**config.mk**
```make
export PLATFORM = sky130hd
export DESIGN_NAME = dbg_dump_sequencer
export DESIGN_NICKNAME = d
export VERILOG_FILES = /design/src/rtl/dbg_dump_sequencer.sv
export SDC_FILE = /design/constraint.sdc
export NUM_CORES = 1
export LEC_CHECK = 0
export CORE_ASPECT_RATIO = 1.25
export CORE_UTILIZATION = 35
export DETAILED_ROUTE_END_ITERATION = 6
export GPL_ROUTABILITY_DRIVEN = 0
export GPL_TIMING_DRIVEN = 0
export PLACE_DENSITY = 0.77
export SLEW_MARGIN = 20
export SYNTH_ARGS = -nofsm -noshare
export SYNTH_HDL_FRONTEND = slang
export SYNTH_SLANG_ARGS = --single-unit
```
**constraint.sdc**
```tcl
create_clock -name CLK_50 -period 7.84 [get_ports CLK_50]
set_clock_uncertainty 0.15 [all_clocks]
set_input_delay 2.352 -clock CLK_50 [delete_from_list [all_inputs] [get_ports CLK_50]]
set_output_delay 2.352 -clock CLK_50 [all_outputs]
set_load 0.005 [all_outputs]
```
**src/rtl/dbg_dump_sequencer.sv**
```systemverilog
// dbg_dump_sequencer: walks debug sources and streams an SOF/data/checksum frame to the UART write port
module dbg_dump_sequencer #(
  parameter int NUM_REGS = 16,
  parameter int NUM_MEM = 8,
  parameter logic [7:0] SOF_BYTE = 8'hA5
) (
  input  logic        CLK_50,
  input  logic        RESET,
  input  logic        START,
  output logic        BUSY,
  output logic        DONE,
  output logic [2:0]  SEL,
  output logic [4:0]  IDX,
  input  logic [39:0] R_IN,
  input  logic [39:0] M_IN,
  input  logic [39:0] PC_IN,
  input  logic [39:0] INS_IN,
  input  logic [39:0] CLK_IN,
  output logic [7:0]  TX_DATA,
  output logic        TX_VALID,
  input  logic        TX_READY
);
  localparam logic [2:0] IDLE = 3'd0, SOF = 3'd1, ADDR = 3'd2, FETCH = 3'd3, SEND = 3'd4, CSUM = 3'd5, FIN = 3'd6;
  localparam logic [4:0] last_reg = 5'(NUM_REGS - 1);
  localparam logic [4:0] last_mem = 5'(NUM_MEM - 1);
  logic [2:0] state;
  logic [39:0] hold;
  logic [2:0] k;
  logic [7:0] csum;
  logic [39:0] src;
  assign src = SEL == 3'd0 ? R_IN : SEL == 3'd1 ? M_IN : SEL == 3'd2 ? PC_IN : SEL == 3'd3 ? INS_IN : CLK_IN;
  assign BUSY = state != IDLE && state != FIN;
  assign DONE = state == FIN;
  assign TX_VALID = state == SOF || state == SEND || state == CSUM;
  assign TX_DATA = state == SOF ? SOF_BYTE : state == SEND ? hold[{k, 3'b000} +: 8] : state == CSUM ? csum : 8'h00;
  always_ff @(posedge CLK_50) begin
    if (RESET) begin
      state <= IDLE;
      SEL <= 3'd0;
      IDX <= 5'd0;
      csum <= 8'h00;
      k <= 3'd0;
      hold <= 40'd0;
    end else begin
      case (state)
        IDLE: if (START) begin
          state <= SOF;
          csum <= 8'h00;
        end
        SOF: if (TX_READY) begin
          state <= ADDR;
          SEL <= 3'd0;
          IDX <= 5'd0;
        end
        ADDR: state <= FETCH;
        FETCH: begin
          hold <= src;
          k <= 3'd0;
          state <= SEND;
        end
        SEND: if (TX_READY) begin
          csum <= csum + TX_DATA;
          k <= k + 3'd1;
          if (k == 3'd4) begin
            state <= SEL == 3'd4 ? CSUM : ADDR;
            // index rolls into the next source once the current one is exhausted
            if (SEL == 3'd0) begin
              SEL <= IDX == last_reg ? 3'd1 : 3'd0;
              IDX <= IDX == last_reg ? 5'd0 : IDX + 5'd1;
            end else if (SEL == 3'd1) begin
              SEL <= IDX == last_mem ? 3'd2 : 3'd1;
              IDX <= IDX == last_mem ? 5'd0 : IDX + 5'd1;
            end else if (SEL != 3'd4) begin
              SEL <= SEL + 3'd1;
            end
          end
        end
        CSUM: if (TX_READY) begin
          state <= FIN;
          SEL <= 3'd0;
          IDX <= 5'd0;
        end
        default: state <= IDLE;
      endcase
    end
  end
endmodule

```
Figure 1. Gate-type map.
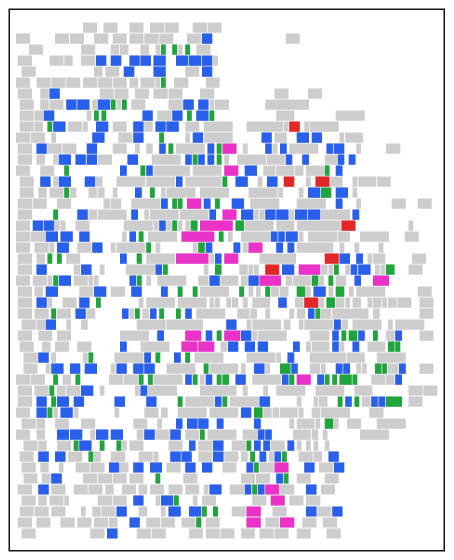
Red shows non-inverting ao/oa cells, cells 7. Green shows nand cells, cells 109. Blue shows aoi and oai cells, cells 225, where widely spread. Magenta shows mux cells, cells 23.
combinational fraction of the cell area: 43.2%
most instantiated logic cell after routing: clkdlybuf4s50_1
fin cells: 1,069

Figure 2. M4 wires.
Bar = 20 um.
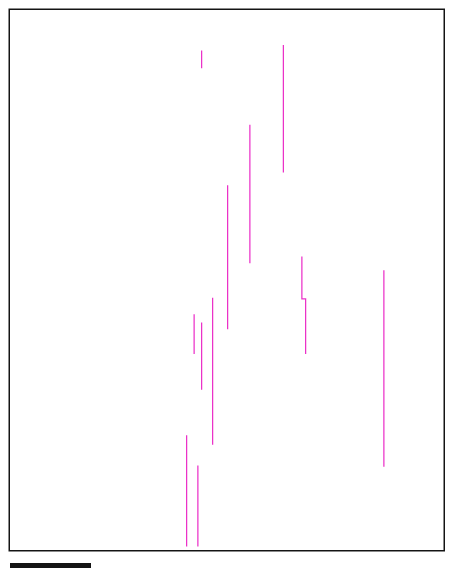
The wires run mostly vertical. 9 nets have wire on it. The longest straight run is 48.3 um. The layer carries 287 um of wire.
final wirelength: 18,300 um
via count: 5,875

Figure 3. Where the registers sit.
Bar = 20 um. Other sequential cells in the stronger grey, the rest of the logic in the fainter grey.
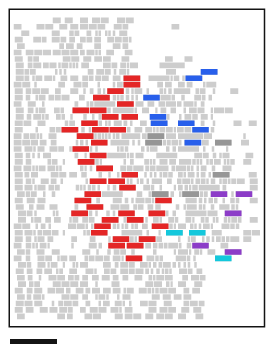
Cyan shows SEL, sequential cells 3. Blue shows csum, sequential cells 8. Purple shows IDX, sequential cells 5. Red shows hold, sequential cells 40.

Figure 4. Routing congestion.
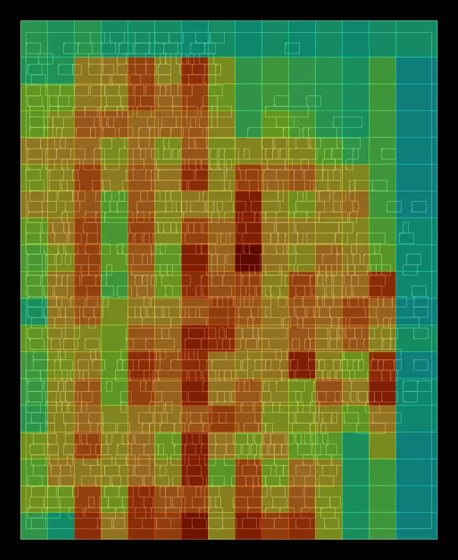
WL/cell: 17.1 um
Top Usage Layer GRT: met2
met3 usage: 4.60%
Final Util: 56.9%

==> deck_impl_summary.md <==
Synthesis and Place & Route Summary

Setup path
  – Setup Crit Path Kind: reg -> out
  – Crit path max fanout: 10

Synthesis
  – Synth Warn #: 0
  – Aoi share: around a third
  – Synthesized area: 4850 um^2
  – Register bit total from synthesis: about 62
  – Adder Area Share: under 10%
  – Yosys cell types: 51
  – Logic family by area: AND-OR/OR-AND gates
  – EDFF count, synth: 0
  – Nets at Floorplan: around 900
  – Post-synthesis simple-gate area fraction: a little under a quarter

Global route
  – Initial antenna violation count: 0
  – First-pass GRT wire length: slightly below 30,000 um

Pwr
  – Pwr Total: just under 1 mW
  – Peak VDD IR: 0.000104 V
  – Switching Share: 23.9%

Outcome
  – Status: complete, no violations

Cells and area
  – Filler Cell Count: 1,263
  – Area Growth Syn to Fin: 56.6%
  – Share of layout cells above drive strength 1: under 10%
  – Layout net count: between 1,000 and 1,500

Timing
  – Final worst-path setup slack: approximately 2700 ps
  – Setup_tns: 0 ps
  – Measured slew at the worst slew-check pin: roughly 670 ps
  – Final Max Slew Viols: 0

Die
  – # rows: between 40 and 50
  – Die Size: between 10,000 and 15,000 um^2
  – FP Core Util: about 36%

CTS
  – # resized after CTS: 0
  – Clock sink total: between 60 and 70
  – Htree depth: 3
  – Post-CTS Setup Inserts: 0
  – Clock tree buffer depth: 2
  – Clock-pin slew of the registers on the worst-case setup and hold paths: approximately 50 ps

Place
  – DP Cell Count: approximately 1,100
  – Port Buffers: around 220

Drt
  – Via density: 5.50
  – DRC viols: 0

Min path
  – Worst hold path type: reg -> reg
==> critical path: cells and delay by family, from the launching register on <==
| kind | cells | cell delay [ps] |
|---|---|---|
| AOI/OAI and AO/OA | 3 | 790 |
| buffers and inverters | 3 | 900 |
| DFF | 1 | 440 |
| muxes | 1 | 210 |
==> state kept, by name, summed over array words and instances, names as in the netlist <==
name and count:
hold 40, csum 8, k 3, state 3
IDX 5, SEL 3
==> cells by family after synthesis <==
kind of cell,count (synthesis)
AOI/OAI and AO/OA,232
muxes,23
xor gates and xnor gates,6
DFF,62
adders and majority gates,18
and+or+nand+nor,241
buffers and inverters,79
==> layout by cell type (no fill, tap or decap), types with 9 or more instances in the layout <==
cell | Yosys | final
a211oi_1 | 41 | 41
a21oi_1 | 61 | 61
a22oi_1 | 16 | 16
buf_2 | 20 | 20
clkbuf_1 | 33 | 36
clkbuf_16 | 0 | 9
clkdlybuf4s50_1 | 0 | 221
dfxtp_1 | 62 | 62
ha_1 | 17 | 17
inv_1 | 18 | 18
mux2i_1 | 13 | 13
nand2_1 | 90 | 90
nor2_1 | 73 | 73
nor2b_1 | 44 | 44
o211ai_1 | 34 | 34
o21ai_0 | 22 | 22
o311ai_0 | 35 | 35
==> power by group through the flow <==
stage                     clock [mW]  sequential (mW)  combinational [mW]
after floorplan                    0            0.332              0.0820
after global placement             0            0.334               0.220
after detailed placement           0            0.334               0.222
after CTS                      0.426            0.327               0.223
after global routing           0.444            0.328               0.243
final                          0.425            0.327               0.224
==> cell type report <==
class	count	area [um^2]	area share (%)
Timing Repair Buffer	221	2210	29.1
Clock buffer	13	250	3.30
Multi-Input combinational cell	520	3280	43.2
Clock inverter	3	67.6	0.890
Sequential cell	62	1240	16.4
Inverter	18	67.6	0.890
Buffer	61	262	3.44
Tap cell	171	214	2.82
==> routing by layer <==
metal / vias up / wire length (um) / global-route usage, %
met5: - / 0 / 0
met4: 0 / 286 / 6.32
met3: 25 / 1130 / 4.60
met2: 244 / 9580 / 48.5
met1: 2710 / 7260 / 29.5
li1: 2896 / - / -
==> final timing paths <==
check | start | slack (ps) | end | cells after the start
setup / recovery | k[1]$_SDFFE_PP0P_ | 2680 | TX_DATA[2] | 7
hold / removal | hold[6]$_SDFFE_PP0P_ | 300 | hold[6]$_SDFFE_PP0P_ | 2
setup reg to reg | k[2]$_SDFFE_PP0P_ | 4300 | csum[7]$_SDFFE_PP0P_ | 13
hold reg to reg | hold[6]$_SDFFE_PP0P_ | 300 | hold[6]$_SDFFE_PP0P_ | 2
Power is estimated from default activity; no workload was simulated.
